$ cat config.mk
export PLATFORM = sky130hd
export DESIGN_NAME = regfile_sequencer
export DESIGN_NICKNAME = d
export VERILOG_FILES = /design/src/rtl/regfile_sequencer.sv
export SDC_FILE = /design/constraint.sdc
export NUM_CORES = 1
export LEC_CHECK = 0
export ABC_AREA = 1
export CAP_MARGIN = 10
export CORE_ASPECT_RATIO = 0.75
export CORE_UTILIZATION = 39
export CTS_CLUSTER_DIAMETER = 100
export CTS_CLUSTER_SIZE = 30
export DETAILED_ROUTE_END_ITERATION = 10
export GPL_TIMING_DRIVEN = 1
export PLACE_DENSITY = 0.79
export SLEW_MARGIN = 20
export SYNTH_ARGS = -nofsm -noshare
export SYNTH_HDL_FRONTEND = slang
export SYNTH_SLANG_ARGS = --single-unit
$ cat constraint.sdc
create_clock -name clk -period 1.45 [get_ports clk]
set_input_delay 0.29 -clock clk [delete_from_list [all_inputs] [get_ports clk]]
set_output_delay 0.29 -clock clk [all_outputs]
set_load 0.01 [all_outputs]
$ cat src/rtl/regfile_sequencer.sv
// Micro-op sequencer for a single-read/single-write register file: reads rs1 then rs2,
// presents operands to an external ALU, writes the result back, and arbitrates host loads.
module regfile_sequencer #(
    parameter int unsigned N_REGS     = 8,
    parameter int unsigned REG_WIDTH  = 8,
    parameter int unsigned ADDR_WIDTH = $clog2(N_REGS)
) (
    input  logic                  clk,
    input  logic                  reset,
    input  logic                  req_valid,
    output logic                  req_ready,
    input  logic [ADDR_WIDTH-1:0] req_rs1,
    input  logic [ADDR_WIDTH-1:0] req_rs2,
    input  logic [ADDR_WIDTH-1:0] req_rd,
    input  logic                  req_wb,
    input  logic                  ld_valid,
    output logic                  ld_ready,
    input  logic [ADDR_WIDTH-1:0] ld_reg,
    input  logic [REG_WIDTH-1:0]  ld_data,
    output logic [REG_WIDTH-1:0]  alu_a,
    output logic [REG_WIDTH-1:0]  alu_b,
    input  logic [REG_WIDTH-1:0]  alu_result,
    output logic                  done,
    output logic [REG_WIDTH-1:0]  result,
    output logic [ADDR_WIDTH-1:0] rf_wreg_index,
    output logic [REG_WIDTH-1:0]  rf_data_in,
    output logic                  rf_write_enable,
    output logic [ADDR_WIDTH-1:0] rf_rreg_index,
    input  logic [REG_WIDTH-1:0]  rf_data_out
);

    localparam logic [2:0] StIdle = 3'd0;
    localparam logic [2:0] StRdA  = 3'd1;
    localparam logic [2:0] StRdB  = 3'd2;
    localparam logic [2:0] StCapB = 3'd3;
    localparam logic [2:0] StWb   = 3'd4;

    logic [2:0]            state_q, state_d;
    logic [ADDR_WIDTH-1:0] rs1_q, rs2_q, rd_q;
    logic                  wb_q;
    logic [REG_WIDTH-1:0]  op_a_q, op_b_q, result_q;
    logic                  done_q;
    logic                  idle;
    logic                  accept;

    // Both handshakes are masked during reset so a load cannot race the register-file clear.
    assign idle      = (state_q == StIdle) && !reset;
    assign ld_ready  = idle;
    assign req_ready = idle && !ld_valid;
    assign accept    = req_valid && req_ready;

    assign alu_a  = op_a_q;
    assign alu_b  = op_b_q;
    assign done   = done_q;
    assign result = result_q;

    always_comb begin
        state_d = state_q;
        case (state_q)
            StIdle:  if (accept) state_d = StRdA;
            StRdA:   state_d = StRdB;
            StRdB:   state_d = StCapB;
            StCapB:  state_d = StWb;
            StWb:    state_d = StIdle;
            default: state_d = StIdle;
        endcase
    end

    always_comb begin
        rf_write_enable = 1'b0;
        rf_wreg_index   = '0;
        rf_data_in      = '0;
        rf_rreg_index   = '0;
        if (!reset) begin
            case (state_q)
                StIdle: begin
                    if (ld_valid) begin
                        rf_write_enable = 1'b1;
                        rf_wreg_index   = ld_reg;
                        rf_data_in      = ld_data;
                    end
                end
                StRdA: rf_rreg_index = rs1_q;
                StRdB: rf_rreg_index = rs2_q;
                StWb: begin
                    rf_write_enable = wb_q;
                    rf_wreg_index   = rd_q;
                    rf_data_in      = alu_result;
                end
                default: ;
            endcase
        end
    end

    always_ff @(posedge clk) begin
        if (reset) begin
            state_q  <= StIdle;
            rs1_q    <= '0;
            rs2_q    <= '0;
            rd_q     <= '0;
            wb_q     <= 1'b0;
            op_a_q   <= '0;
            op_b_q   <= '0;
            result_q <= '0;
            done_q   <= 1'b0;
        end else begin
            state_q <= state_d;
            done_q  <= (state_q == StWb);
            if (accept) begin
                rs1_q <= req_rs1;
                rs2_q <= req_rs2;
                rd_q  <= req_rd;
                wb_q  <= req_wb;
            end
            // Read data lags the index by one cycle, so each capture sits one state late.
            if (state_q == StRdB) op_a_q <= rf_data_out;
            if (state_q == StCapB) op_b_q <= rf_data_out;
            if (state_q == StWb) result_q <= alu_result;
        end
    end

endmodule

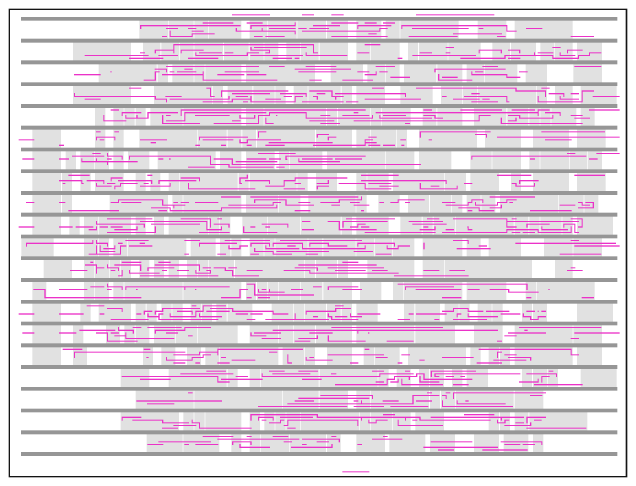
**Above:** M1 wires.
Drawn at 8 px/um. Supply wires on this layer in gray.
357 nets have wire on it. The wires run mostly horizontal. The layer holds 43% of the routed length. The longest straight run is 28.1 um. The layer carries 2490 um of wire.

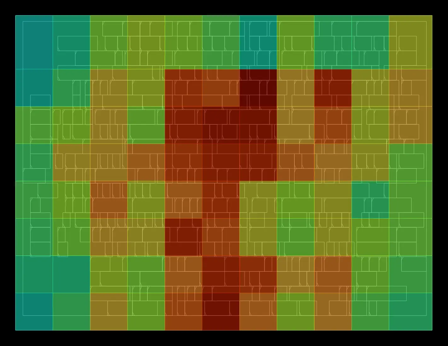
**Above:** routing congestion.
layer with the highest usage: met2
wire per inst: 14.15 um
grt met1 use: 29.21%
met2 GRT Util: 40.31%
Total Routing Usage GR: 23.92%

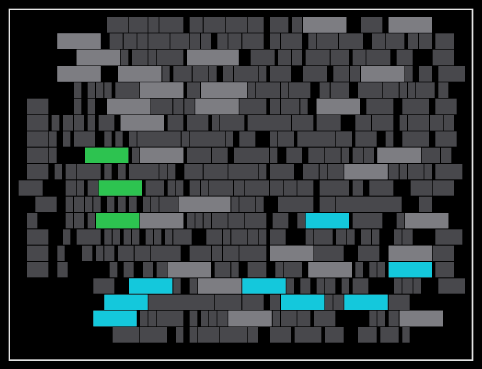
**Above:** register map, names as in the netlist.
Drawn at 6 px/um.
Key: `rs2_q` = green [flops 3]; `alu_a` = cyan [flops 8]
Another 27 sequential cells are not colored.

==> Changelog: implementation <==
### Metrics

- Reg area: 769.5 um2
- Dpl cell area: 0.002733 mm2
- Comb power frac: 26.9%
- Synth top cell by count: nor2_1
- Reg power frac: 37.3%
- Worst Skew: 0.01414 ns
- DR iter-0 viols: 62
- Full die area: 0.004482 mm2
- Worst r2r src: state_q[2]
- Post-layout net count: 398
- Fill cell count: 293
- Clk cell area share: 4.558%
- Max-Cap Viols: 0
- Setup Viol. Count Final: 34
- Critical path type: reg -> out
- Synth Seq Share: 46.27%
- Post-DP HPWL: 3433 um
- Fp_density: 40.56%
- Main logic family: simple AND/OR/NAND/NOR gates
- Seq/total area: 24.59%
- Period minus WS final: 1.905 ns
- Crit start category: register
- PnR worst setup slack: -0.4548 ns
- Slowest CP cell: dfxtp_4
- I/O Buffers: 82
- Met3 WL: 279 um
- Static Leak: 1.699 nW
- Latency at later pin: 0.29 ns
- Signal buffers share of area: 37.35%
- Clock network power share: 35.7%
- # Taps: 55
- CTS Buf Count: 5
- Max_slew headroom: 82.17%
- Sw Share: 26.68%
- DRC violations left: 0
- Setup TNS: -6.436 ns
- Non-clock inverters: 22
- Core region area: 0.004054 mm2
- Mean Syn Cell Area: 6.996 um2
- Post-synthesis mux area share: 0%
- Internal power: 2.287 mW
- Status: finished with violations
- Critical Path RT: 1.16 ns
- Vias in the first global route: 1832
- Hold Buf Count CTS: 0
- Failing checks: setup timing
- Worst Tran Pin Value: 0.2671 ns
- CP peak stage delay: 0.37 ns
==> cell usage in the layout, fill, tap and decap left out, types with 2 or more instances in the layout <==
cell,instances
a21oi_2,12
bufinv_16,2
nand2_4,5
nand3_1,9
nor2_1,53
dfxtp_4,2
nand2_2,13
buf_12,2
buf_2,15
buf_4,32
clkbuf_8,6
nor2_2,2
o21ai_0,16
inv_2,5
nand2_1,31
clkdlybuf4s50_1,39
dlygate4sd2_1,10
a21oi_1,10
inv_1,17
nor3_4,3
nor2_4,4
buf_6,12
dfxtp_1,35
dlymetal6s2s_1,16
==> power groups by stage <==
stage	logic [mW]	registers, mW	clock network (mW)
after floorplan	0.268	1.20	0
after global placement	0.674	1.18	0
after detailed placement	0.684	1.18	0
final	0.839	1.16	1.11
after CTS	0.753	1.16	1.11
after global routing	0.902	1.17	1.17
Power figures rest on the tool's default switching activity, not on a simulated workload.
